**Cell placement**

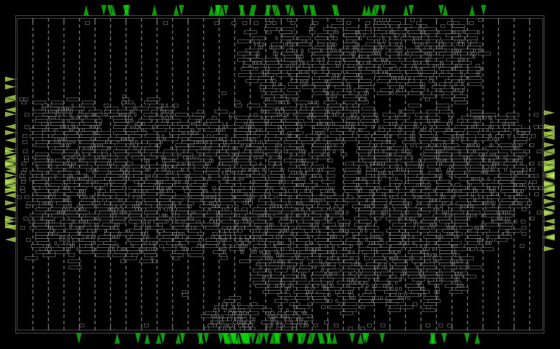
**Metal 3**

Scale bar: 100 microns.
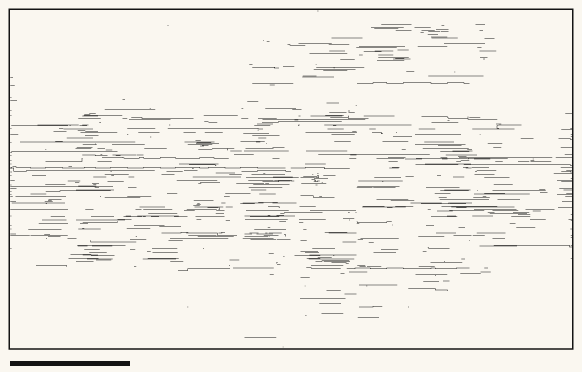
**Metal 4**

Supply wires on this layer in grey. Cells faint in the background.
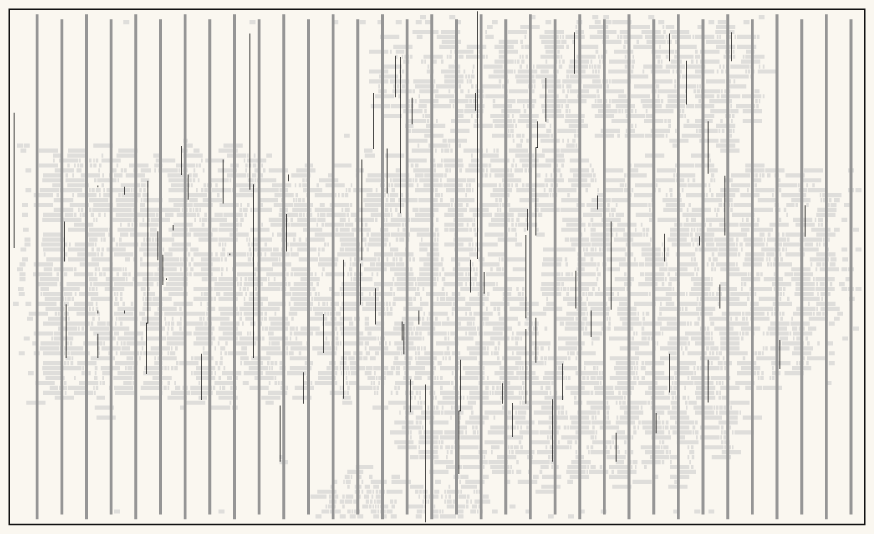
**Signal wires by layer**

Scale bar: 100 microns.
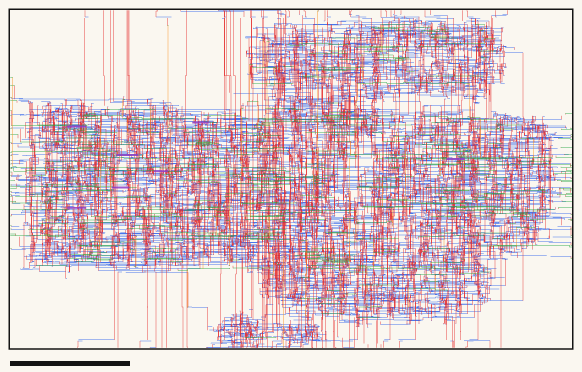
--- config.mk ---
export PLATFORM = sky130hd
export DESIGN_NAME = dma_stream_fifo
export DESIGN_NICKNAME = d
export VERILOG_FILES = /design/src/rtl/dma_fifo_pkg.sv /design/src/rtl/dma_fifo_mem.sv /design/src/rtl/dma_stream_fifo.sv
export SDC_FILE = /design/constraint.sdc
export NUM_CORES = 1
export LEC_CHECK = 0
export ABC_AREA = 1
export CAP_MARGIN = 20
export CORE_ASPECT_RATIO = 0.6
export CORE_UTILIZATION = 35
export CTS_BUF_LIST = sky130_fd_sc_hd__clkbuf_8
export DETAILED_ROUTE_END_ITERATION = 8
export PLACE_DENSITY = 0.62
export SETUP_SLACK_MARGIN = 0.2
export SLEW_MARGIN = 10
export SYNTH_ARGS = -nofsm -noshare
export SYNTH_HDL_FRONTEND = slang
export SYNTH_SLANG_ARGS = --single-unit
--- constraint.sdc ---
create_clock -name clk -period 10.3 [get_ports clk]
set_input_delay 1.03 -clock clk [delete_from_list [all_inputs] [get_ports clk]]
set_output_delay 1.03 -clock clk [all_outputs]
set_load 0.01 [all_outputs]
--- src/rtl/dma_fifo_pkg.sv ---
// Shared types, constants and elaboration helpers for the MM2S stream FIFO.
package dma_fifo_pkg;

  localparam int unsigned KEEP_BITS_PER_BYTE = 8;

  typedef enum logic {
    FIFO_CUT_THROUGH = 1'b0,
    FIFO_STORE_FWD   = 1'b1
  } fifo_mode_e;

  function automatic bit is_pow2(input int unsigned v);
    return (v != 0) && ((v & (v - 1)) == 0);
  endfunction

  function automatic int unsigned lvl_w(input int unsigned depth);
    return $clog2(depth + 1);
  endfunction

endpackage

--- src/rtl/dma_fifo_mem.sv ---
// Simple dual-port storage array: one synchronous write port, one async read port.
// Contents are deliberately not reset.
module dma_fifo_mem
  import dma_fifo_pkg::*;
#(
  parameter int unsigned WIDTH = 8,
  parameter int unsigned DEPTH = 16
) (
  input  logic                     clk,
  input  logic                     we,
  input  logic [$clog2(DEPTH)-1:0] waddr,
  input  logic [WIDTH-1:0]         wdata,
  input  logic [$clog2(DEPTH)-1:0] raddr,
  output logic [WIDTH-1:0]         rdata
);

  logic [WIDTH-1:0] mem [DEPTH];

  always_ff @(posedge clk) begin
    if (we) begin
      mem[waddr] <= wdata;
    end
  end

  assign rdata = mem[raddr];

endmodule

--- src/rtl/dma_stream_fifo.sv ---
// First-word-fall-through stream FIFO carrying {last, keep, data} beats with
// cut-through or store-and-forward release. Optional stats via DMA_STREAM_FIFO_STATS_EN.
module dma_stream_fifo
  import dma_fifo_pkg::*;
#(
  parameter int unsigned DATA_W    = 64,
  parameter int unsigned DEPTH     = 16,
  parameter int unsigned AF_THRESH = DEPTH - 2,
  parameter int unsigned AE_THRESH = 1,
  parameter int unsigned PKT_MODE  = 0
) (
  input  logic                                clk,
  input  logic                                rst_n,
  input  logic                                flush,
  input  logic                                s_valid,
  output logic                                s_ready,
  input  logic [DATA_W-1:0]                   s_data,
  input  logic [DATA_W/KEEP_BITS_PER_BYTE-1:0] s_keep,
  input  logic                                s_last,
  output logic                                m_valid,
  input  logic                                m_ready,
  output logic [DATA_W-1:0]                   m_data,
  output logic [DATA_W/KEEP_BITS_PER_BYTE-1:0] m_keep,
  output logic                                m_last,
  output logic                                full,
  output logic                                empty,
  output logic                                almost_full,
  output logic                                almost_empty,
  output logic [lvl_w(DEPTH)-1:0]             level,
  output logic [lvl_w(DEPTH)-1:0]             pkt_count
`ifdef DMA_STREAM_FIFO_STATS_EN
  ,
  output logic [lvl_w(DEPTH)-1:0]             hwm,
  output logic                                ovf_sticky
`endif
);

  localparam int unsigned KEEP_W = DATA_W / KEEP_BITS_PER_BYTE;
  localparam int unsigned PTR_W  = $clog2(DEPTH);
  localparam int unsigned LVL_W  = lvl_w(DEPTH);
  localparam int unsigned ENT_W  = DATA_W + KEEP_W + 1;
  localparam fifo_mode_e  MODE   = (PKT_MODE != 0) ? FIFO_STORE_FWD : FIFO_CUT_THROUGH;

  typedef struct packed {
    logic              last;
    logic [KEEP_W-1:0] keep;
    logic [DATA_W-1:0] data;
  } entry_t;

  // Parameter sanity checks
  if (!is_pow2(DEPTH) || DEPTH < 2) begin : g_err_depth
    $error("dma_stream_fifo: DEPTH=%0d must be a power of two >= 2", DEPTH);
  end
  if ((DATA_W % KEEP_BITS_PER_BYTE) != 0 || DATA_W == 0) begin : g_err_width
    $error("dma_stream_fifo: DATA_W=%0d must be a nonzero multiple of 8", DATA_W);
  end
  if (AF_THRESH < 1 || AF_THRESH > DEPTH) begin : g_err_af
    $error("dma_stream_fifo: AF_THRESH=%0d out of range 1..%0d", AF_THRESH, DEPTH);
  end
  if (AE_THRESH > DEPTH - 1) begin : g_err_ae
    $error("dma_stream_fifo: AE_THRESH=%0d out of range 0..%0d", AE_THRESH, DEPTH - 1);
  end
  if (PKT_MODE > 1) begin : g_err_mode
    $error("dma_stream_fifo: PKT_MODE=%0d must be 0 or 1", PKT_MODE);
  end

  logic [PTR_W-1:0] wr_ptr_q, wr_ptr_d;
  logic [PTR_W-1:0] rd_ptr_q, rd_ptr_d;
  logic [LVL_W-1:0] level_q, level_d;
  logic [LVL_W-1:0] pkt_count_q, pkt_count_d;

  logic   push;
  logic   pop;
  entry_t wr_entry;
  entry_t rd_entry;

  dma_fifo_mem #(
    .WIDTH (ENT_W),
    .DEPTH (DEPTH)
  ) u_mem (
    .clk   (clk),
    .we    (push),
    .waddr (wr_ptr_q),
    .wdata (wr_entry),
    .raddr (rd_ptr_q),
    .rdata (rd_entry)
  );

  // Status flags straight off the registered occupancy
  assign full         = (level_q == LVL_W'(DEPTH));
  assign empty        = (level_q == '0);
  assign almost_full  = (level_q >= LVL_W'(AF_THRESH));
  assign almost_empty = (level_q <= LVL_W'(AE_THRESH));
  assign level        = level_q;
  assign pkt_count    = pkt_count_q;

  // Full is not pass-through: a same-cycle pop never opens the input
  assign s_ready = !full && !flush;
  assign push    = s_valid && s_ready;

  // Store-and-forward holds the head until a whole packet is stored; a full
  // FIFO with no complete packet releases anyway so oversize packets drain.
  always_comb begin
    m_valid = !empty && !flush;
    if (MODE == FIFO_STORE_FWD) begin
      m_valid = m_valid && ((pkt_count_q != '0) || full);
    end
  end

  assign pop = m_valid && m_ready;

  always_comb begin
    wr_entry      = '0;
    wr_entry.last = s_last;
    wr_entry.keep = s_keep;
    wr_entry.data = s_data;
  end

  assign m_data = rd_entry.data;
  assign m_keep = rd_entry.keep;
  assign m_last = rd_entry.last;

  // Next-state for pointers and counters
  always_comb begin
    wr_ptr_d    = wr_ptr_q;
    rd_ptr_d    = rd_ptr_q;
    level_d     = level_q;
    pkt_count_d = pkt_count_q;
    if (flush) begin
      wr_ptr_d    = '0;
      rd_ptr_d    = '0;
      level_d     = '0;
      pkt_count_d = '0;
    end else begin
      if (push) begin
        wr_ptr_d = wr_ptr_q + PTR_W'(1);
      end
      if (pop) begin
        rd_ptr_d = rd_ptr_q + PTR_W'(1);
      end
      case ({push, pop})
        2'b10:   level_d = level_q + LVL_W'(1);
        2'b01:   level_d = level_q - LVL_W'(1);
        default: level_d = level_q;
      endcase
      case ({push && s_last, pop && rd_entry.last})
        2'b10:   pkt_count_d = pkt_count_q + LVL_W'(1);
        2'b01:   pkt_count_d = pkt_count_q - LVL_W'(1);
        default: pkt_count_d = pkt_count_q;
      endcase
    end
  end

  always_ff @(posedge clk or negedge rst_n) begin
    if (!rst_n) begin
      wr_ptr_q    <= '0;
      rd_ptr_q    <= '0;
      level_q     <= '0;
      pkt_count_q <= '0;
    end else begin
      wr_ptr_q    <= wr_ptr_d;
      rd_ptr_q    <= rd_ptr_d;
      level_q     <= level_d;
      pkt_count_q <= pkt_count_d;
    end
  end

`ifdef DMA_STREAM_FIFO_STATS_EN
  logic [LVL_W-1:0] hwm_q, hwm_d;
  logic             ovf_sticky_q, ovf_sticky_d;

  // High-water mark tracks the post-edge level so it never lags occupancy
  always_comb begin
    hwm_d        = hwm_q;
    ovf_sticky_d = ovf_sticky_q;
    if (flush) begin
      hwm_d        = '0;
      ovf_sticky_d = 1'b0;
    end else begin
      if (level_d > hwm_q) begin
        hwm_d = level_d;
      end
      if (s_valid && full) begin
        ovf_sticky_d = 1'b1;
      end
    end
  end

  always_ff @(posedge clk or negedge rst_n) begin
    if (!rst_n) begin
      hwm_q        <= '0;
      ovf_sticky_q <= 1'b0;
    end else begin
      hwm_q        <= hwm_d;
      ovf_sticky_q <= ovf_sticky_d;
    end
  end

  assign hwm        = hwm_q;
  assign ovf_sticky = ovf_sticky_q;
`endif

endmodule

==> reports/metrics.cfg <==
[synth]
synth_area_leader_cell=edfxtp_1
yosys.area_share.aoi=0.102
synth-edff-count=1168
ys_seq_share=0.773
mux_area_frac=0
top_cell=edfxtp_1
flop_cell=edfxtp_1
top_cells_by_area=edfxtp_1 76%, nand2_1 4.4%, o21ai_0 3.7%, nor2_1 2.6%, a21oi_1 2.0%
async_flop_share=0.0152
synth_flop_count=1186
ys_sh_simple=0.0943
yosysWarnings=0
adder_share=0.00397
yosys_cells=3329
synth_cell_types=36
syn_area_per_cell_sq_um=13.8
logic_family=AND-OR/OR-AND gates
top_cell_area_share=0.763
ys_area_sq_um=46000
syn_area_sq_um=46000
netlist_top_cells_count=1,168 x edfxtp_1, 535 x nand2_1, 336 x o21ai_0
ys_sh_xor=0.00171
syn_inst=3329
syn_nets=3421

[place]
place_congestion=0.738
place_inst=5027
pre_cts_ws_ns=4.47
dp_hpwl_microns=60900
placedInstanceArea_sq_um=49300

[die]
tap_cells=1716
die_h_microns=283
io_pins=167
die_w_microns=470
die_area_sq_um=133000

[setup_path]
end_kind=output port
crit_arrival_ns=5.76
crit_start=rd_ptr_q[0]$_DFFE_PN0P_
rrSetupSlack_ns=5.26
worst_r2r_path_depth=18
critPathLaunchType=register
r2r-start=rd_ptr_q[2]$_DFFE_PN0P_
endpoint=m_data[56]
crit_fanout=88
crit_type=reg2out
r2r_end=pkt_count[4]$_DFFE_PN0P_

[sta]
rsz0062_at_grt=false
fin_crit_ns=6.79
fin_ws_ns=3.51
worst_slew_pin_slew_ns=1.34
hold_violations=0
drv_slew=0
tns_ns=0
fin_hold_ws_ns=0.476
slew_headroom=0.105
post-route-period-util=0.660
clock_skew_ns=0.0407

[clocking]
cts_tree=built
root_buffer=clkbuf_8
cts.sinks=1186
postCtsResizedCells=0
htree_levels=4
cts_setup_buffers=0
insertion_delay_ns=0.89
cts_buffers=174
cts_hold_buffers=0
clk_pin_slew_ns=0.06
cts_buffer_depth=3

[pwr]
ir_drop_mv=0.221
power_mw=12.1
switching_share=0.329
p_int_mw=8.09
power.share.clock=0.294
power.density_nw_per_um2=229
switching_power_mw=3.97
power_frac_comb=0.250
leakagePower_nw=17.2

[cells_and_area]
layout.cells.non_filler=5350
n_all_buffers=212
largest_register_ffs=1168
design_area_sq_um=52600
seqCellArea_sq_um=35500
nets=3583
diodes=4
comb_share=0.179
n_clock_buffer=175
comb_area_sq_um=9440
lay_top_count=edfxtp_1
logic_gates=1884
drive_gt1_frac=0.0802
buf_share=0.0410
clk_share=0.0603
n_all_inverters=33
flops=1186
dominant_cells=sequential cells
top_register=u_mem.mem
areaGrowthSynthToFinish_pct=14.4

[routing]
drtAntennaViolNets=0
firstDrtPassIters=6
drtIter0Drc=3181
drcViolationCount=0
via_per_inst=5.35

[run_status]
status=finished, final reports clean

[grt]
grt-ovfl-total=0
grt_pass1_vias=27400
antenna_found_initial=12
grt_max_degree=233
grt_pass1_wl_microns=186000

[min_path]
hp-class=in2async

[flow_run]
maxCapViolCount=0
openroad.warnings=46

-- 'cell placement' (at the start) --
Core Region: 130,000 sq um
# fillers: 12,000
final core occ: 0.406

-- 'metal 3' (at the start) --
The layer carries 9,980 microns of wire. The wires run mostly horizontal. 278 nets have wire on it.

-- 'metal 4' (at the start) --
The wires run mostly vertical. The layer holds 1.6% of the routed length. The layer carries 2,010 microns of wire. 36 nets have wire on it.

-- 'signal wires by layer' (at the start) --
M2: shown in red, wire length 55.6 mm. M5: shown in purple, wire length 95.7 microns. M4: shown in orange, wire length 2,010 microns. M3: shown in green, wire length 9,980 microns. M1: shown in blue, wire length 58.9 mm.
Vias: 28,600
Post-Route WL: 127,000 microns
WL/cell: 23.7 microns
Tot GR Track Use: 0.188

==> per-layer routing <==
layer,global-route usage,part of all wire,vias up
li1,-,-,12900
met1,0.279,0.47,14400
met2,0.280,0.44,1174
met3,0.0408,0.079,164
met4,0.0485,0.016,14
met5,0,0.00075,-
==> power groups by stage <==
stage | clock network [mW] | registers, mW | logic, mW
floorplan | 0 | 5.51 | 1.84
global placement | 0 | 5.59 | 3.01
detailed placement | 0 | 5.59 | 3.02
CTS | 3.62 | 5.49 | 3.03
global route | 3.81 | 5.50 | 3.31
finish | 3.55 | 5.49 | 3.02
==> worst max-delay path: stages (launching register included) <==
cell             delay, ns
dfrtp_4               0.96
buf_4                 0.78
buf_4                 0.73
buf_4                 0.83
a21oi_1               0.13
a221oi_1              0.42
o21ai_0               0.16
nand2_1               0.17
clkdlybuf4s50_1       0.55
Power and IR drop assume default switching activity.
